`src/rtl/ex_stage.sv`:
```
// Execute stage: forwarding muxes, single-cycle ALU and a sequential shift-add
// multiplier that stalls the pipeline while it iterates.
module ex_stage (
    input  logic        Clk,
    input  logic        Reset,
    input  logic [31:0] ID_RsData,
    input  logic [31:0] ID_RtData,
    input  logic [31:0] ID_Imm,
    input  logic        ID_ALUSrc,
    input  logic [3:0]  ID_ALUOp,
    input  logic        ID_RegWrite,
    input  logic [4:0]  ID_rd,
    input  logic [1:0]  ForwardA,
    input  logic [1:0]  ForwardB,
    input  logic [31:0] MEM_FwdData,
    input  logic [31:0] WB_FwdData,
    output logic        Stall,
    output logic [31:0] EXMEM_ALUResult,
    output logic [31:0] EXMEM_RtData,
    output logic [4:0]  EXMEM_rd,
    output logic        EXMEM_RegWrite
);

    localparam logic [3:0] OpAdd = 4'b0000;
    localparam logic [3:0] OpSub = 4'b0001;
    localparam logic [3:0] OpAnd = 4'b0010;
    localparam logic [3:0] OpOr  = 4'b0011;
    localparam logic [3:0] OpXor = 4'b0100;
    localparam logic [3:0] OpNor = 4'b0101;
    localparam logic [3:0] OpSlt = 4'b0110;
    localparam logic [3:0] OpSll = 4'b0111;
    localparam logic [3:0] OpSrl = 4'b1000;
    localparam logic [3:0] OpSra = 4'b1001;
    localparam logic [3:0] OpMul = 4'b1010;

    typedef enum logic [1:0] {StIdle, StBusy, StDone} mul_state_e;

    mul_state_e  state_q, state_d;
    logic [4:0]  cnt_q, cnt_d;
    logic [31:0] acc_q, acc_d;
    logic [31:0] mcand_q, mcand_d;
    logic [31:0] mplier_q, mplier_d;
    logic [31:0] rt_q, rt_d;

    logic [31:0] op_a, fwd_b, op_b, alu_result;
    logic [31:0] result_d, rtdata_d;
    logic [4:0]  rd_d;
    logic        regwrite_d;
    logic        stall_int;

    // Select code 11 falls through to the register-file value.
    always_comb begin
        case (ForwardA)
            2'b01:   op_a = MEM_FwdData;
            2'b10:   op_a = WB_FwdData;
            default: op_a = ID_RsData;
        endcase
        case (ForwardB)
            2'b01:   fwd_b = MEM_FwdData;
            2'b10:   fwd_b = WB_FwdData;
            default: fwd_b = ID_RtData;
        endcase
        op_b = ID_ALUSrc ? ID_Imm : fwd_b;
    end

    always_comb begin
        alu_result = 32'd0;
        case (ID_ALUOp)
            OpAdd:   alu_result = op_a + op_b;
            OpSub:   alu_result = op_a - op_b;
            OpAnd:   alu_result = op_a & op_b;
            OpOr:    alu_result = op_a | op_b;
            OpXor:   alu_result = op_a ^ op_b;
            OpNor:   alu_result = ~(op_a | op_b);
            OpSlt:   alu_result = {31'd0, $signed(op_a) < $signed(op_b)};
            OpSll:   alu_result = op_a << op_b[4:0];
            OpSrl:   alu_result = op_a >> op_b[4:0];
            OpSra:   alu_result = $unsigned($signed(op_a) >>> op_b[4:0]);
            default: alu_result = 32'd0;
        endcase
    end

    always_comb begin
        state_d    = state_q;
        cnt_d      = cnt_q;
        acc_d      = acc_q;
        mcand_d    = mcand_q;
        mplier_d   = mplier_q;
        rt_d       = rt_q;
        stall_int  = 1'b0;
        result_d   = alu_result;
        rtdata_d   = fwd_b;
        rd_d       = ID_rd;
        regwrite_d = ID_RegWrite;

        case (state_q)
            StIdle: begin
                if (ID_ALUOp == OpMul) begin
                    stall_int = 1'b1;
                    state_d   = StBusy;
                    cnt_d     = 5'd0;
                    acc_d     = 32'd0;
                    mcand_d   = op_a;
                    mplier_d  = op_b;
                    rt_d      = fwd_b;
                end
            end
            StBusy: begin
                stall_int = 1'b1;
                if (mplier_q[0]) begin
                    acc_d = acc_q + mcand_q;
                end
                mcand_d  = mcand_q << 1;
                mplier_d = mplier_q >> 1;
                cnt_d    = cnt_q + 5'd1;
                if (cnt_q == 5'd31) begin
                    state_d = StDone;
                end
            end
            StDone: begin
                result_d = acc_q;
                rtdata_d = rt_q;
                state_d  = StIdle;
            end
            default: state_d = StIdle;
        endcase

        if (stall_int) begin
            result_d   = 32'd0;
            rtdata_d   = 32'd0;
            rd_d       = 5'd0;
            regwrite_d = 1'b0;
        end
    end

    assign Stall = stall_int & ~Reset;

    always_ff @(posedge Clk) begin
        if (Reset) begin
            state_q         <= StIdle;
            cnt_q           <= 5'd0;
            acc_q           <= 32'd0;
            mcand_q         <= 32'd0;
            mplier_q        <= 32'd0;
            rt_q            <= 32'd0;
            EXMEM_ALUResult <= 32'd0;
            EXMEM_RtData    <= 32'd0;
            EXMEM_rd        <= 5'd0;
            EXMEM_RegWrite  <= 1'b0;
        end else begin
            state_q         <= state_d;
            cnt_q           <= cnt_d;
            acc_q           <= acc_d;
            mcand_q         <= mcand_d;
            mplier_q        <= mplier_d;
            rt_q            <= rt_d;
            EXMEM_ALUResult <= result_d;
            EXMEM_RtData    <= rtdata_d;
            EXMEM_rd        <= rd_d;
            EXMEM_RegWrite  <= regwrite_d;
        end
    end

endmodule

```
`config.mk`:
```
export PLATFORM = sky130hd
export DESIGN_NAME = ex_stage
export DESIGN_NICKNAME = d
export VERILOG_FILES = /design/src/rtl/ex_stage.sv
export SDC_FILE = /design/constraint.sdc
export NUM_CORES = 1
export LEC_CHECK = 0
export CAP_MARGIN = 0
export CORE_MARGIN = 5
export CORE_UTILIZATION = 45
export CTS_BUF_LIST = sky130_fd_sc_hd__clkbuf_4
export DETAILED_ROUTE_END_ITERATION = 10
export PLACE_DENSITY_LB_ADDON = 0.15
export RECOVER_POWER = 100
export SLEW_MARGIN = 15
export SYNTH_ARGS = -nofsm -noshare
export SYNTH_HDL_FRONTEND = slang
export SYNTH_SLANG_ARGS = --single-unit
```
`constraint.sdc`:
```
create_clock -name Clk -period 6.5 [get_ports Clk]
set_clock_uncertainty 0.2 [all_clocks]
set_input_delay 1.3 -clock Clk [delete_from_list [all_inputs] [get_ports Clk]]
set_output_delay 1.3 -clock Clk [all_outputs]
set_load 0.02 [all_outputs]
```
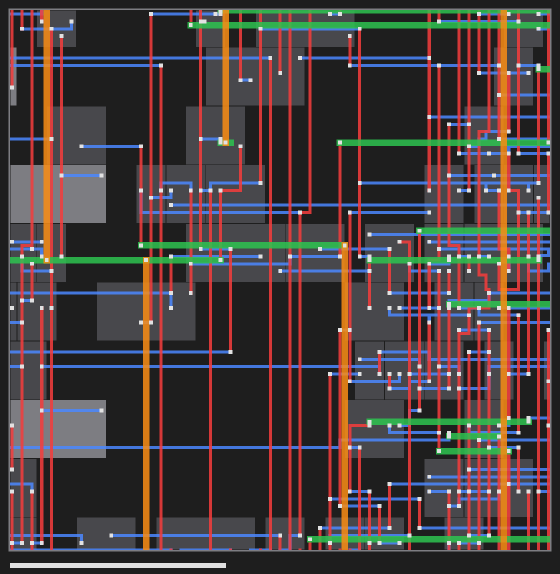
**Above:** close-up of the layout.
Scale bar: 10 µm. Region (42, 42) to (67, 67) µm. Cells in grey, sequential cells in the stronger grey; small squares are vias.
Key: M3 = green; M4 = orange; M1 = blue; M2 = red
Netlist names of flops here include mplier_q (2). 44 logic cells have their middle in the window. Most frequent: a21oi_1 (10), nor2_1 (7). Sequential cells in the window: 2.

==> flow_summary.ini <==
; flow metrics
[die]
die_width_um = 217.8

[logic_synthesis]
top_area_share_pct = 21.11
syn_avg_cell_area_um2 = 7.087
ff_type = dfxtp_1
top_cells_by_count = nand2_1, nor2_1, a21oi_1, dfxtp_1, o21ai_0
largest_area_cell = dfxtp_1
yosys.cell_types.count = 86
yosysChipArea_um2 = 19440
yosys_warnings = 0
ys_seq_share_pct = 21.11
synth_nets = 3060
synthArstFlopShare_pct = 0
edf_count = 0

[final_timing]
tightest_slew_ns = 4.394
setup_ws_ns = 0.2676
finalHoldViolations = 0
fin_crit_ns = 6.232
rsz0062_at_grt = false
fin_setup_tns_ns = 0
drv_slew = 259
max_slew_margin_pct = -192.9
setup-violations-final = 0

[status]
violations = capacitance limit, slew limit
status = complete, but fails checks

[route]
top_layer_used = met4
viasPerCell = 6.563
dr.pass1.iters = 6
met3_length_um = 11490

[min_path]
min_delay_path_depth = 2
min_path_type = register to register

[cts]
clockBufferDepth = 3
cts_setup_buffers = 0
path_clk_slew_ns = 0.07

[critical_path]
worstSetupEndpointType = register
critPathKind = input pin to register

[cells_and_area]
finalNetCount = 3327
postLayoutCoreUtil_pct = 55.48
drive_gt1_share_pct = 9.371

[power_and_ir_drop]
p_per_area_nw_per_um2 = 210.8

[global_route]
grt_pass1_wl_um = 148600

[job]
maxCapViolCount = 4
warnings = 96
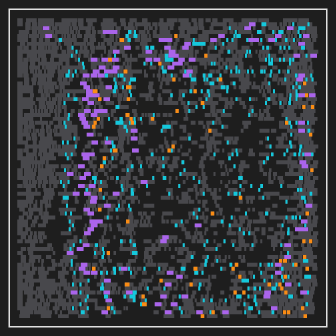
**Above:** selected gate families.
Key: fa/ha/maj cells = purple [cells 140, most used ha_1, where all over the die]; nor cells = cyan [cells 446, most used nor2_1, where all over the die]; and/or cells = orange [cells 73, most used or3_1, where all over the die]

## registers in the layout, indices dropped and copies added, names as in the netlist
register,cells
cnt_q,5
state_q,2
EXMEM_rd,5
acc_q,32
rt_q,32
EXMEM_ALUResult,32
EXMEM_RegWrite,1
mplier_q,32
mcand_q,32
EXMEM_RtData,32
## power breakdown
part,switching [mW],internal (mW),total (mW)
Combinational,1.57,0.886,2.46
Clock,0.611,0.599,1.21
Sequential,0.0373,1.31,1.35
## final cells by class
| type | count | area, µm² | area share (%) |
|---|---|---|---|
| multi-input cells | 2222 | 14120 | 59.36 |
| flip-flops and latches | 205 | 4104 | 17.25 |
| repair buffers | 413 | 3705 | 15.57 |
| well taps | 585 | 732.0 | 3.076 |
| clock buffers | 86 | 645.6 | 2.713 |
| inverters | 110 | 415.4 | 1.746 |
| clock inverters | 16 | 63.81 | 0.2682 |
| diodes | 2 | 5.005 | 0.02103 |
## logic make-up (layout without fill, tap and decap cells)
group | Yosys count | in the layout | synth area share [%]
compound gates | 911 | 911 | 30.74
xor+xnor | 41 | 41 | 1.847
fa+ha+maj | 140 | 140 | 9.127
buf+inv | 316 | 625 | 6.436
flops | 205 | 205 | 21.11
mux | 178 | 178 | 9.538
other cells | 0 | 2 | 0
simple gates | 952 | 952 | 21.20
## placed cells by master, fill, tap and decap left out, types with 28 or more instances in the layout
master           count
o211ai_1            33
a21oi_1            242
inv_1              105
a22oi_1             63
o21ai_1             31
dlygate4sd3_1       73
dfxtp_1            205
clkdlybuf4s50_1    173
mux2i_1            156
a31oi_1             28
ha_1               136
clkbuf_4            87
o21ai_0            164
nor3_1              83
nor2_1             327
a211oi_1            90
buf_4              145
nand2_1            362
nand3_1             38
## per-layer routing
metal | vias up | GRT usage, %
li1 | 10554 | -
met1 | 11158 | 52.16
met2 | 1772 | 62.89
met3 | 400 | 9.815
met4 | 0 | 24.49
met5 | - | 0
## stage by stage
step                power, mW  std cells
detailed placement      3.745       3535
CTS                     4.961       3637
floorplan               2.762       2743
global placement        3.746       3535
finish                  5.015       3639
global route            5.238       3638
## worst max-delay path, stage by stage
cell,delay [ns]
dlygate4sd3_1,0.58
inv_1,0.08
ha_1,0.31
buf_4,0.25
buf_4,0.25
a22oi_1,0.11
o21ai_0,1.00
inv_1,0.51
mux2i_1,0.50
mux2i_1,0.17
mux2i_1,0.22
nor2_1,0.09
nor3_1,0.56
buf_4,0.21
o21ai_0,0.14
a221oi_1,0.38
## path summary, 6_finish.rpt
path               start                   to  slack [ns]
max          ForwardA[0]   EXMEM_ALUResult[6]        0.27
min             rt_q[18]     EXMEM_RtData[18]        0.22
max reg2reg   state_q[0]  EXMEM_ALUResult[19]        0.98
min reg2reg     rt_q[18]     EXMEM_RtData[18]        0.22
Power figures rest on the tool's default switching activity, not on a simulated workload.
